**Clock nets**

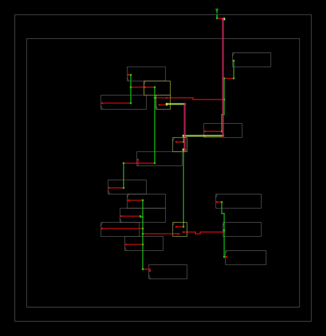
**Cell classes on the final placement**

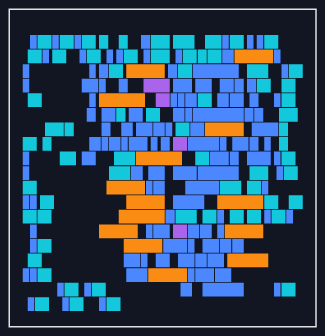
## src/rtl/decompressor_seq_ctrl.sv

```systemverilog
// decompressor_seq_ctrl
//   Sequencing FSM for the decompressor datapath. It fetches one compressed
//   word per CPU request and detects the expansion token. A token emits two
//   decompressed words (data1, then the registered data2). A plain word
//   emits one. The FSM drives the PC, latch, mux and output-register
//   controls. It also arbitrates the conversion-table write port between
//   config writes and decode lookups.
//
//   Optional feature macro: DECOMP_PERF_CNT_EN
//     defined   -> saturating fetch_cnt / expand_cnt performance counters
//     undefined -> fetch_cnt / expand_cnt tied to 0, no counter flops
//
//   Every output is forced low while reset is asserted, so an abandoned
//   operation produces no strobe during the reset cycle.
module decompressor_seq_ctrl #(
    parameter int TIMEOUT_CYC = 15,   // FETCH cycles without mem_ack before abort (1..255)
    parameter int CNT_W       = 16    // performance counter width
) (
    input  logic             clk,
    input  logic             reset,
    input  logic             cpu_req,
    input  logic             cpu_ready,
    input  logic             cpu_branch,
    input  logic             encode,
    input  logic             mem_ack,
    input  logic             tbl_wr_req,
    output logic             mem_req,
    output logic             pc_sel_cpu,
    output logic             pc_en,
    output logic             in_latch_en,
    output logic             tbl_sel,
    output logic             out_sel,
    output logic             out_latch_en,
    output logic             out2_en,
    output logic             tbl_we,
    output logic             instr_valid,
    output logic             busy,
    output logic             timeout_err,
    output logic [CNT_W-1:0] fetch_cnt,
    output logic [CNT_W-1:0] expand_cnt
);

    typedef enum logic [2:0] {
        S_IDLE,
        S_FETCH,
        S_DECODE,
        S_HOLD,
        S_EMIT2,
        S_FLUSH
    } state_t;

    // The timeout counter starts at 0 on the first FETCH cycle, so the
    // abort fires when it reaches TIMEOUT_CYC-1.
    localparam logic [7:0] TMO_LAST = 8'(TIMEOUT_CYC - 1);

    state_t     state, state_nxt;
    logic       pending2, pending2_nxt;   // data2 still owed to the CPU
    logic       wr_last, wr_last_nxt;     // last IDLE arbitration went to the table write
    logic       sel_cpu, sel_cpu_nxt;     // the fetch in flight addresses PCcpu
    logic [7:0] tmo_cnt, tmo_cnt_nxt;     // FETCH cycles elapsed without mem_ack

    logic wr_grant;
    logic tmo_hit;

    // A table write wins in IDLE unless it won last time and the CPU is waiting.
    assign wr_grant = tbl_wr_req && !(cpu_req && wr_last);
    assign tmo_hit  = (tmo_cnt == TMO_LAST);

    // State register and control flags
    // NOTE: clocked state uses non-blocking assignments so all flops update
    // together from values sampled before the edge.
    always_ff @(posedge clk) begin
        if (!reset) begin
            state    <= S_IDLE;
            pending2 <= 1'b0;
            wr_last  <= 1'b0;
            sel_cpu  <= 1'b0;
            tmo_cnt  <= '0;
        end else begin
            state    <= state_nxt;
            pending2 <= pending2_nxt;
            wr_last  <= wr_last_nxt;
            sel_cpu  <= sel_cpu_nxt;
            tmo_cnt  <= tmo_cnt_nxt;
        end
    end

    // Next-state logic; a branch in FETCH/DECODE/HOLD/EMIT2 always goes to FLUSH
    // NOTE: every variable gets a default before the case so no path can
    // leave one unassigned and infer a latch.
    always_comb begin
        state_nxt    = state;
        pending2_nxt = pending2;
        wr_last_nxt  = wr_last;
        sel_cpu_nxt  = sel_cpu;
        tmo_cnt_nxt  = '0;
        case (state)
            S_IDLE: begin
                if (wr_grant) begin
                    wr_last_nxt = 1'b1;
                end else if (cpu_req) begin
                    wr_last_nxt = 1'b0;
                    sel_cpu_nxt = cpu_branch;
                    state_nxt   = S_FETCH;
                end
            end
            S_FETCH: begin
                if (cpu_branch) begin
                    state_nxt = S_FLUSH;
                end else if (mem_ack) begin
                    state_nxt = S_DECODE;
                end else if (tmo_hit) begin
                    state_nxt = S_IDLE;
                end else begin
                    tmo_cnt_nxt = tmo_cnt + 8'd1;
                end
            end
            S_DECODE: begin
                if (cpu_branch) begin
                    state_nxt = S_FLUSH;
                end else begin
                    pending2_nxt = encode;
                    state_nxt    = S_HOLD;
                end
            end
            S_HOLD: begin
                if (cpu_branch) begin
                    state_nxt = S_FLUSH;
                end else if (cpu_ready) begin
                    if (pending2) begin
                        state_nxt = S_EMIT2;
                    end else begin
                        sel_cpu_nxt = 1'b0;
                        state_nxt   = cpu_req ? S_FETCH : S_IDLE;
                    end
                end
            end
            S_EMIT2: begin
                pending2_nxt = 1'b0;
                state_nxt    = cpu_branch ? S_FLUSH : S_HOLD;
            end
            S_FLUSH: begin
                pending2_nxt = 1'b0;
                sel_cpu_nxt  = 1'b1;
                state_nxt    = S_FETCH;
            end
            default: begin
                state_nxt = S_IDLE;
            end
        endcase
    end

    // Mealy output decode; all strobes are single-cycle and gated off during reset
    always_comb begin
        mem_req      = 1'b0;
        pc_sel_cpu   = 1'b0;
        pc_en        = 1'b0;
        in_latch_en  = 1'b0;
        tbl_sel      = 1'b0;
        out_sel      = 1'b0;
        out_latch_en = 1'b0;
        out2_en      = 1'b0;
        tbl_we       = 1'b0;
        instr_valid  = 1'b0;
        busy         = 1'b0;
        timeout_err  = 1'b0;
        if (reset) begin
            busy = (state != S_IDLE);
            case (state)
                S_IDLE: begin
                    if (wr_grant) begin
                        tbl_we = 1'b1;
                    end else if (cpu_req) begin
                        mem_req    = 1'b1;
                        pc_sel_cpu = cpu_branch;
                    end
                end
                S_FETCH: begin
                    mem_req    = 1'b1;
                    pc_sel_cpu = sel_cpu;
                    if (!cpu_branch) begin
                        if (mem_ack) begin
                            in_latch_en = 1'b1;
                        end else if (tmo_hit) begin
                            timeout_err = 1'b1;
                        end
                    end
                end
                S_DECODE: begin
                    if (!cpu_branch) begin
                        tbl_sel      = encode;
                        out_latch_en = 1'b1;
                        out2_en      = encode;
                    end
                end
                S_HOLD: begin
                    instr_valid = 1'b1;
                    // The PC advances only once the last word of this fetch is accepted.
                    pc_en = !cpu_branch && cpu_ready && !pending2;
                end
                S_EMIT2: begin
                    if (!cpu_branch) begin
                        out_sel      = 1'b1;
                        out_latch_en = 1'b1;
                    end
                end
                S_FLUSH: begin
                    pc_sel_cpu = 1'b1;
                end
                default: begin
                    busy = 1'b1;
                end
            endcase
        end
    end

`ifdef DECOMP_PERF_CNT_EN
    // Saturating performance counters: accepted fetches and expanded tokens
    always_ff @(posedge clk) begin
        if (!reset) begin
            fetch_cnt  <= '0;
            expand_cnt <= '0;
        end else begin
            if (in_latch_en && (fetch_cnt != '1)) begin
                fetch_cnt <= fetch_cnt + CNT_W'(1);
            end
            if (out2_en && (expand_cnt != '1)) begin
                expand_cnt <= expand_cnt + CNT_W'(1);
            end
        end
    end
`else
    assign fetch_cnt  = '0;
    assign expand_cnt = '0;
`endif

endmodule

```

## config.mk

```make
export PLATFORM = sky130hd
export DESIGN_NAME = decompressor_seq_ctrl
export DESIGN_NICKNAME = d
export VERILOG_FILES = /design/src/rtl/decompressor_seq_ctrl.sv
export SDC_FILE = /design/constraint.sdc
export NUM_CORES = 1
export LEC_CHECK = 0
export CORE_AREA = 2 2 55 57
export DETAILED_ROUTE_END_ITERATION = 10
export DIE_AREA = 0 0 57 59
export GPL_ROUTABILITY_DRIVEN = 0
export GPL_TIMING_DRIVEN = 0
export HOLD_SLACK_MARGIN = 0.12
export MAX_ROUTING_LAYER = met4
export PLACE_DENSITY = 0.86
export SLEW_MARGIN = 20
export SYNTH_ARGS = -nofsm -noshare
export SYNTH_HDL_FRONTEND = slang
export SYNTH_SLANG_ARGS = --single-unit
```

## constraint.sdc

```tcl
create_clock -name clk -period 1.5 [get_ports clk]
set_input_delay 0.15 -clock clk [delete_from_list [all_inputs] [get_ports clk]]
set_output_delay 0.15 -clock clk [all_outputs]
set_load 0.02 [all_outputs]
```

==> ci_impl_report.md <==
### Flow metrics

| Metric | Value |
|---|---|
| Outcome | finished with violations |
| Violated checks | negative setup slack |
| Top Usage Layer GRT | met2 |
| Fin crit share | 1.09 |
| Core Region | 2710 um2 |
| Power Internal | 0.912 mW |
| Hold Buf Count CTS | 0 |
| Nets | 215 |
| Cells after Synth | 141 |
| Smallest setup slack after layout | -0.130 ns |
| Final setup viols | 7 |
| DR vias | 1,088 |
| Synth Cell Area | 1110 um2 |
| Clk ins delay skew pair | 0.29 ns |
| Met3 Track Usage GR | 0.00873 |
| Vias in the first global route | 967 |
| #FFs+latches synth | 14 |
| Max Clock Freq | 0.614 GHz |
| Synth warnings | 0 |
| Wire length of the first global-routing pass | 4040 um |
| Data required time of the worst path | 1.35 ns |
| Minimum clock period | 1.63 ns |
| # Cells Yosys | 141 |
| Register clock-pin slew on the reported worst setup and hold paths | 0.10 ns |
| Max Buffers Root-to-Sink | 2 |
| GRT Total Usage | 0.157 |
| Number of diodes | 0 |
Back to the opening pictures, 'clock nets':
flop count: 14
clock buffer count from CTS: 3
CTS sink cnt: 14
# clk buffers: 4

Back to the opening pictures, 'cell classes on the final placement':
Key: remaining logic cells = blue [cells 120, share of their area 48%]; remaining buffers and delay cells = cyan [cells 66, share of their area 32%]; clock drivers and dummy loads = purple [cells 4, share of their area 2.2%]; registers = orange [cells 14, share of their area 18%]

path summary, 6_finish.rpt:
kind                                  from    endpoint  slack [ns]  depth (start not counted)
worst max-delay path              state[2]  pc_sel_cpu       -0.13                          4
worst min register to register     sel_cpu     sel_cpu        0.51                          2
worst max register to register  tmo_cnt[5]    state[0]       -0.02                          5
worst min-delay path                 reset    state[2]        0.36                          2
critical path, cell delays in order, from the launching register on:
cell	delay [ns]
dfxtp_4	0.38
nor2_1	0.20
nand4_1	0.16
a21oi_1	0.17
clkdlybuf4s15_2	0.28
sequential cells by signal, indices dropped and copies added (netlist names):
name / cells
tmo_cnt: 8
state: 3
pending2: 1
sel_cpu: 1
wr_last: 1
cell usage in the layout (no fill, tap or decap), types with 3 or more instances in the layout:
master	netlist	layout
a21oi_1	6	6
and3_1	3	3
buf_2	2	7
buf_4	33	45
buf_6	1	4
clkbuf_4	0	3
clkdlybuf4s50_1	0	5
conb_1	1	32
dfxtp_1	14	9
dfxtp_4	0	4
inv_1	4	4
nand2_1	7	6
nand3_1	5	3
nand4_1	4	4
nor2_1	16	13
nor2_2	0	3
nor3_1	5	5
xor2_1	5	5
cell families (layout without fill, tap and decap cells):
logic type      after synthesis  after routing  share of synthesized area
simple gates                 56             56                      0.276
mux                           1              1                    0.00904
compound gates               18             18                      0.118
buf+inv                      42             74                      0.263
fa+ha+maj                     2              2                     0.0226
other cells                   1             32                    0.00339
flops                        14             14                      0.253
xor+xnor                      7              7                     0.0554
power by group through the flow:
stage / clock network, mW / registers (mW) / logic [mW]
floorplan: 0 / 0.439 / 0.467
detailed placement: 0 / 0.449 / 0.604
global placement: 0 / 0.447 / 0.591
global route: 0.296 / 0.464 / 0.808
finish: 0.284 / 0.458 / 0.758
CTS: 0.282 / 0.447 / 0.711
what timing repair did:
action	in CTS	in global routing
buffers inserted	8	3
pin swaps	6	11
gates resized	71	25
setup endpoints to repair	13	22
hold endpoints to repair	0	0
stage by stage:
step                      total power, mW  setup WS, ns  instances
after floorplan                     0.906      -0.00909        172
after global placement               1.04        -0.702        222
after detailed placement             1.05        -0.688        222
after CTS                            1.44        -0.111        234
after global routing                 1.57        -0.163        235
final                                1.50        -0.130        235
layer usage:
metal / share of wire / vias to the layer above
li1: - / 546
met1: 0.42 / 497
met2: 0.51 / 41
met3: 0.063 / 4
met4: 0.011 / 0
met5: 0 / -
area by class of cell:
cell class / count / area, um2
fillers: 222 / 1050
multi-input cells: 116 / 761
flip-flops and latches: 14 / 297
plain buffers: 36 / 275
repair buffers: 30 / 238
well taps: 31 / 38.8
clock buffers: 4 / 36.3
inverters: 4 / 15.0
Power is estimated from default activity; no workload was simulated.
